Fig. 1: run 1, clock routing
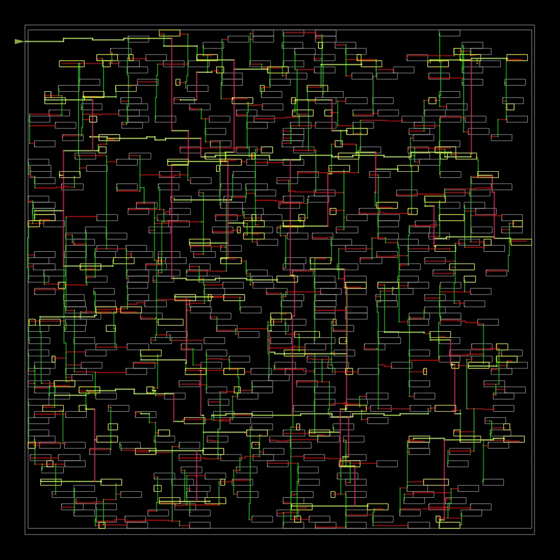
Fig. 2: run 1, gate-type map
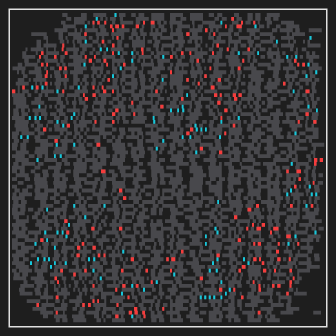
Fig. 3: run 1, pin map
Pins as bars across the die edge, other pins in grey.
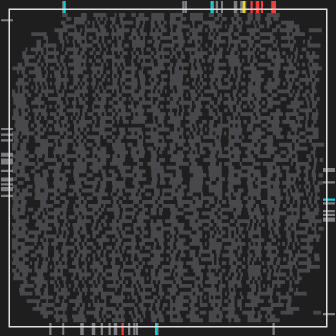
==> config.mk <==
export PLATFORM = sky130hd
export DESIGN_NAME = gen_tick_multi
export DESIGN_NICKNAME = d
export VERILOG_FILES = /design/src/rtl/gen_tick_pkg.sv /design/src/rtl/gen_tick_ch.sv /design/src/rtl/gen_tick_multi.sv
export SDC_FILE = /design/constraint.sdc
export NUM_CORES = 1
export LEC_CHECK = 0
export CAP_MARGIN = 5
export CELL_PAD_IN_SITES_DETAIL_PLACEMENT = 2
export CELL_PAD_IN_SITES_GLOBAL_PLACEMENT = 2
export CORE_MARGIN = 1
export CORE_UTILIZATION = 46
export CTS_CLUSTER_DIAMETER = 40
export DETAILED_ROUTE_END_ITERATION = 12
export PLACE_DENSITY = 0.83
export REMOVE_ABC_BUFFERS = 1
export SETUP_SLACK_MARGIN = 0.4
export SYNTH_ARGS = -nofsm -noshare
export SYNTH_HDL_FRONTEND = slang
export SYNTH_SLANG_ARGS = --single-unit
==> constraint.sdc <==
create_clock -name src_clk -period 4.9 [get_ports src_clk]
set_input_delay 0.735 -clock src_clk [delete_from_list [all_inputs] [get_ports src_clk]]
set_output_delay 0.735 -clock src_clk [all_outputs]
set_load 0.005 [all_outputs]
==> summary.txt, run 1 <==
run metrics: Clock Path Buffers=3, P&R area growth vs syn=16.77%, Main logic family=multiplexers, hold slack final=173.2 ps, post-placement cell area=0.02419 mm2, power spent charging and discharging nets=6.075 mW, share of synthesized cell area in and-or and or-and compound cells=0.07063, count of instantiated cells in the yosys netlist=2015, type of destination of the critical path=register, Peak Freq=234.8 MHz, most common cell in the synthesized netlist=sky130_fd_sc_hd__dfrtp_1, post-route setup slack=641.0 ps, fraction of power spent switching nets=0.3817, final HPWL from detailed placement=52440 um, number of buffers created by CTS=76, part of the power in the clock network=0.346, via count of the first global-routing pass=20710, sequential area share after synthesis=0.4786, Post-CTS Setup Repair Bufs=0, run status=complete, no violations, worst hold path type=in2async, row cnt=81, Basic Gates by Area=0.1297, number of antenna repair diodes=2, fraction of synthesized cell area in xor and xnor cells=0.06610, non-clock inverter instance count of the final layout=126, maximum capacitance violations=0, clock skew after layout=29.94 ps, Final Setup Violations=0, required time of the worst setup path=5430 ps, count of sequential standard cells=436, highest fanout seen on the critical path=6, DR vias=17980, final number of hold-violating endpoints=0, average footprint of a synthesized cell=11.38 um2, latest clock arrival within the worst-skew pair=630 ps, Comb pwr share=0.294, critical path type=reg2reg, cell area after layout=0.02677 mm2, Adder Share, Synth=0.04803, clk tree area frac=0.09559, CTS clk-pin slew, worst paths=70 ps, Tmin final=4259 ps, most frequent cells in the layout=sky130_fd_sc_hd__dfrtp_1 (388), sky130_fd_sc_hd__mux2_2 (269), sky130_fd_sc_hd__nor2_1 (138), Largest type area fraction=0.4236, post-detailed-routing wire length=95270 um, number of synthesized register bits=436, Main synth FF type=sky130_fd_sc_hd__dfrtp_1, antenna violations before repair=10, Multi-input gate area=0.01113 mm2, largest net degree at the start of global routing=121, Buffers, non-clock=80, fraction of final layout cells with drive strength greater than 1=0.2521, Fin Setup TNS=0 ps, count of warning messages emitted by the tools=46, Flop pwr share=0.360, Top class by area=combinational gates, pre-CTS setup slack=1026 ps, worst slew pin tran=1217 ps, final slew viol count=0, leading cell types by count after synthesis=sky130_fd_sc_hd__dfrtp_1 (388), sky130_fd_sc_hd__mux2_2 (269), sky130_fd_sc_hd__nor2_1 (140), FF-to-FF path depth=9, data arrival time of the critical path=4790 ps, portion of the clock cycle consumed by the worst path in the final layout=0.8692, number of top-level pins=64, clock root buffer=sky130_fd_sc_hd__clkbuf_16, Netlist Area Pre-Place=0.02292 mm2, detail-routed net length per standard cell=33.78 um, tap cell instance count=664, floorplan utilization=0.4673, flop2flop setup slack=640 ps, wire length of the first global-routing pass=141100 um, Remaining Overflow, GRT=0, post-synth tally of flip-flops with integrated enable=0, Reg area=0.01097 mm2, cell type contributing the most total cell area after synthesis=sky130_fd_sc_hd__dfrtp_1, Max H-tree Level=3
-- Fig. 1 (at the start) --
clock tree sinks: 436
Clock net power: 5.51 mW

-- Fig. 2 (at the start) --
- red: NAND gates (cells 207; where all over the die)
- cyan: inverters (cells 126; where all over the die)
Cell Count, Final, Fillers Out: 2820
combinational share of cell area: 0.4159
most frequent logic cell in the layout: sky130_fd_sc_hd__dfrtp_1

-- Fig. 3 (at the start) --
- red: cfg_burst (pins 8; direction input; edge 7 top, 1 bottom)
- yellow: cfg_valid (pins 1; direction input; edge top)
- cyan: en (pins 4; direction input; edge 2 top, 1 right, 1 bottom)
width of the die: 225.2 um
count of port buffers added during placement: 63
floorplan die height: 225.2 um

[run 1: power groups by stage]
stage               combinational [mW]  clock (mW)  sequential, mW
floorplan                         2.92           0            5.15
global placement                  3.59           0            5.48
detailed placement                4.04           0            5.61
CTS                               4.60        5.55            5.68
global route                      4.91        5.67            5.79
finish                            4.68        5.51            5.73
[run 1: repair_timing]
action                                 4_1_cts  5_1_grt
gates resized                                0        3
endpoints found under the hold margin        0        0
setup endpoints to repair                    0        4
[run 1: layer usage]
metal / vias up / GRT usage / part of all wire
li1: 7332 / - / -
met1: 9495 / 0.4155 / 0.36
met2: 770 / 0.6763 / 0.52
met3: 376 / 0.08123 / 0.058
met4: 8 / 0.2374 / 0.069
met5: - / 0 / 0.00052
Fig. 4: run 1, metal 1
Supply wires on this layer in grey.
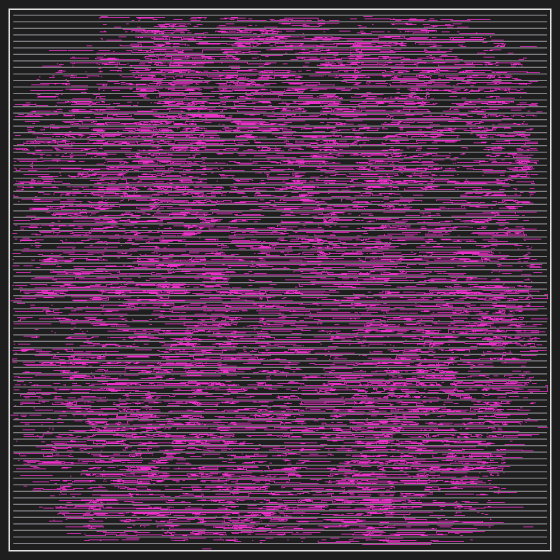

==> run 2, diff against run 1 <==
SLEW_MARGIN = 40   (was unset)
Fig. 5: run 2, metal 1
Supply wires on this layer in grey.
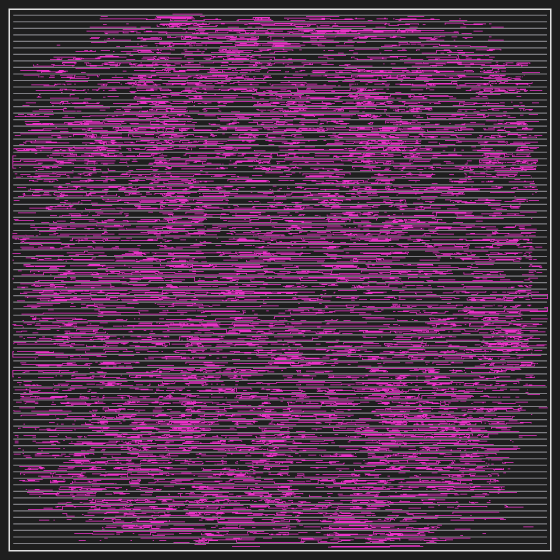
- wire length on this layer: 34.3 mm
- nets with wire on the layer: 2136
- longest straight run: 74.1 um
- main direction: horizontal
GR Layer Usage met1: 0.4057
DR vias: 17550

==> run 2 against run 1 <==
Compared with the run above:
- utilization is 0.29 points higher
- critical endpoint is now g_ch[3].u_ch.pending
- cell count hardly changed
- largest cell class unchanged
- fmax is 2.1% higher
- sequential cell count stayed put
- sequential power hardly changed
- largest power group unchanged
- via count is 2.4% lower
- combinational power is 2% lower
- critical path type unchanged
- area after synthesis stayed put
- total power hardly changed
==> summary.txt, run 2 <==
run metrics: post-detailed-routing wire length=91620 um (was 95270 um), hold bufs inserted after CTS=0 (unchanged), post-CTS resize count=0 (unchanged), critical path type=reg2reg (unchanged), Crit path largest cell delay=710 ps (was 840 ps), RSZ-0062 raised after global routing=false (unchanged), Area contributors post-synth=sky130_fd_sc_hd__dfrtp_1 (42%), sky130_fd_sc_hd__mux2_2 (13%), sky130_fd_sc_hd__dfstp_2 (5.5%) (unchanged), Iter 0 DRT Violations=1031 (was 1226), required time of the worst setup path=5350 ps (was 5430 ps), critical-path cell list=inv_1, ha_1, nor2b_1, nand3_1, a2111oi_1, o2111ai_1, or4_1, nand2b_1, o21ai_0 (was inv_1, ha_1, or3b_1, or4_4, a2111oi_4, nand4_1, nor4b_2, nand3_1, o2bb2ai_1), Largest type area fraction=0.4236 (unchanged), clock skew after layout=33.97 ps (was 29.94 ps), final number of hold-violating endpoints=0 (unchanged), final slew viol count=0 (unchanged), highest metal layer with signal wires=met5 (unchanged), part of the power in the clock network=0.351 (was 0.346), run status=complete, no violations (unchanged), largest net degree at the start of global routing=121 (unchanged), type of destination of the critical path=register (unchanged), width of the die=225.2 um (unchanged), post-route setup slack=728.1 ps (was 641.0 ps), cell area after layout=0.02691 mm2 (was 0.02677 mm2), CTS clk-pin slew, worst paths=60 ps (was 70 ps), cell type contributing the most total cell area after synthesis=sky130_fd_sc_hd__dfrtp_1 (unchanged), Routability Congestion=0.8442 (unchanged), ANT nets after route=0 (unchanged), Layout Nets=2228 (was 2229), count of port buffers added during placement=63 (unchanged), met3 Track Usage GR=0.07392 (was 0.08123), count of warning messages emitted by the tools=43 (was 46), Met2 Wirelength=47710 um (was 49090 um), clock tree sinks=436 (unchanged), kind of cell adding the most delay to the critical path=simple AND/OR/NAND/NOR gates (unchanged), gr busiest metal=met2 (unchanged), standard cell core area=0.04905 mm2 (unchanged), Main synth FF type=sky130_fd_sc_hd__dfrtp_1 (unchanged), average footprint of a synthesized cell=11.38 um2 (unchanged), Clock net power=5.59 mW (was 5.51 mW), final total power=15.92 mW (about the same), post-placement cell area=0.02422 mm2 (was 0.02419 mm2), top contributor to total power=sequential cells (unchanged), worst slew pin tran=964.4 ps (was 1217 ps), flop2flop setup slack=730 ps (was 640 ps), CTS tree=built (unchanged), power in sequential cells=5.74 mW (was 5.73 mW), slowest stage cell, crit path=sky130_fd_sc_hd__a2111oi_1 (was sky130_fd_sc_hd__nor4b_2), most common cell in the synthesized netlist=sky130_fd_sc_hd__dfrtp_1 (unchanged), FF-to-FF path depth=9 (unchanged), detail-routed net length per standard cell=32.48 um (was 33.78 um), Clock Path Buffers=3 (unchanged), Fin Setup TNS=0 ps (unchanged), pre-CTS setup slack=1001 ps (was 1026 ps), routed length on met1=34270 um (was 34050 um), highest fanout seen on the critical path=19 (was 6), fraction of power spent switching nets=0.3747 (was 0.3817), sequential area share after synthesis=0.4786 (unchanged), async set-or-reset flop fraction in the synthesized netlist=1.000 (unchanged), via count of the first global-routing pass=20430 (was 20710), count of distinct cell types in the synthesized netlist=85 (unchanged), number of synthesized register bits=436 (unchanged), total internal power=9.954 mW (was 9.841 mW), Flop pwr share=0.360 (about the same), number of top-level pins=64 (unchanged), instance tally after logic synthesis=2015 (unchanged), portion of the clock cycle consumed by the worst path in the final layout=0.8514 (was 0.8692), share of the core filled with cells in the final layout=0.5486 (was 0.5457), clock root buffer=sky130_fd_sc_hd__clkbuf_16 (unchanged), critical path launch point type=register (unchanged), latest clock arrival within the worst-skew pair=640 ps (was 630 ps), power spent charging and discharging nets=5.965 mW (was 6.075 mW), Peak Freq=239.7 MHz (was 234.8 MHz), max_slew headroom=0.3404 (was 0.1813), Worst path depth=9 (unchanged), row cnt=81 (unchanged), largest vdd supply drop=0.3483 mV (was 0.3960 mV), maximum capacitance violations=0 (unchanged), Synthesis Warnings=0 (unchanged), total track usage=0.3678 (was 0.3818), via count normalized by instance count=6.222 (was 6.376), number of buffers created by CTS=75 (was 76), Leakage Power=12.00 nW (was 11.96 nW), floorplan die area=0.05073 mm2 (unchanged), most frequent logic cell in the layout=sky130_fd_sc_hd__dfrtp_1 (unchanged), worst hold path type=in2async (unchanged), final HPWL from detailed placement=52110 um (was 52440 um), comb pwr=4.59 mW (was 4.68 mW), Final Setup Violations=0 (unchanged), floorplan utilization=0.4673 (unchanged), most frequent cells in the layout=sky130_fd_sc_hd__dfrtp_1 (388), sky130_fd_sc_hd__mux2_2 (269), sky130_fd_sc_hd__nor2_1 (138) (unchanged), pwr dens=591.6 mW/mm2 (was 594.6 mW/mm2), Remaining Overflow, GRT=0 (unchanged), fraction of final layout cells with drive strength greater than 1=0.2560 (was 0.2521), Tmin final=4172 ps (was 4259 ps), floorplan die height=225.2 um (unchanged), count of instantiated cells in the yosys netlist=2015 (unchanged), Netlist Area Pre-Place=0.02292 mm2 (unchanged), hold slack final=24.44 ps (was 173.2 ps), met3 wire length=4302 um (was 5481 um), leading cell types by count after synthesis=sky130_fd_sc_hd__dfrtp_1 (388), sky130_fd_sc_hd__mux2_2 (269), sky130_fd_sc_hd__nor2_1 (140) (unchanged), Comb pwr share=0.288 (was 0.294), wire length of the first global-routing pass=136700 um (was 141100 um), Max H-tree Level=3 (unchanged), met2 routing resource usage after global routing=0.6531 (was 0.6763), post-synth tally of flip-flops with integrated enable=0 (unchanged), WP buf/inv=1 (unchanged), P&R area growth vs syn=17.39% (was 16.77%), Post-CTS Setup Repair Bufs=0 (unchanged), yosys stat chip area=0.02292 mm2 (unchanged), DRC=0 (unchanged), data arrival time of the critical path=4620 ps (was 4790 ps), cell count after placement=2676 (was 2675), DRT Pass-1 Iters=5 (unchanged), antenna violations before repair=11 (was 10)
Fig. 6: run 2, gate-type map
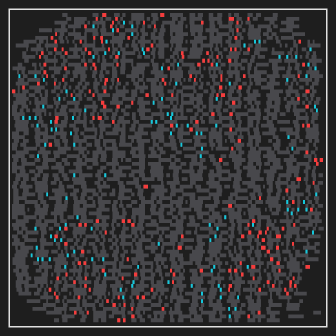
- red: NAND gates (cells 207; where all over the die)
- cyan: inverters (cells 126; where all over the die)
Cell Count, Final, Fillers Out: 2821
combinational share of cell area: 0.4159

## run 2: final cells by class
cell class	count	area, um2
fillers	4643	22140
diodes	5	12.51
multi-input cells	1370	11190
flip-flops and latches	436	10970
clock inverters	47	573.1
well taps	664	830.8
clock buffers	93	2037
repair buffers	80	820.8
inverters	126	473.0
## run 2: kinds of logic (layout without fill, tap and decap cells)
family | Yosys count | count (layout) | share of synthesized area
simple gates | 556 | 556 | 0.1297
flops | 436 | 436 | 0.4786
mux | 329 | 329 | 0.1683
compound gates | 224 | 224 | 0.07063
buf+inv | 209 | 346 | 0.03870
xor+xnor | 173 | 173 | 0.06610
fa+ha+maj | 88 | 88 | 0.04803
other cells | 0 | 5 | 0
Power and IR drop assume default switching activity.
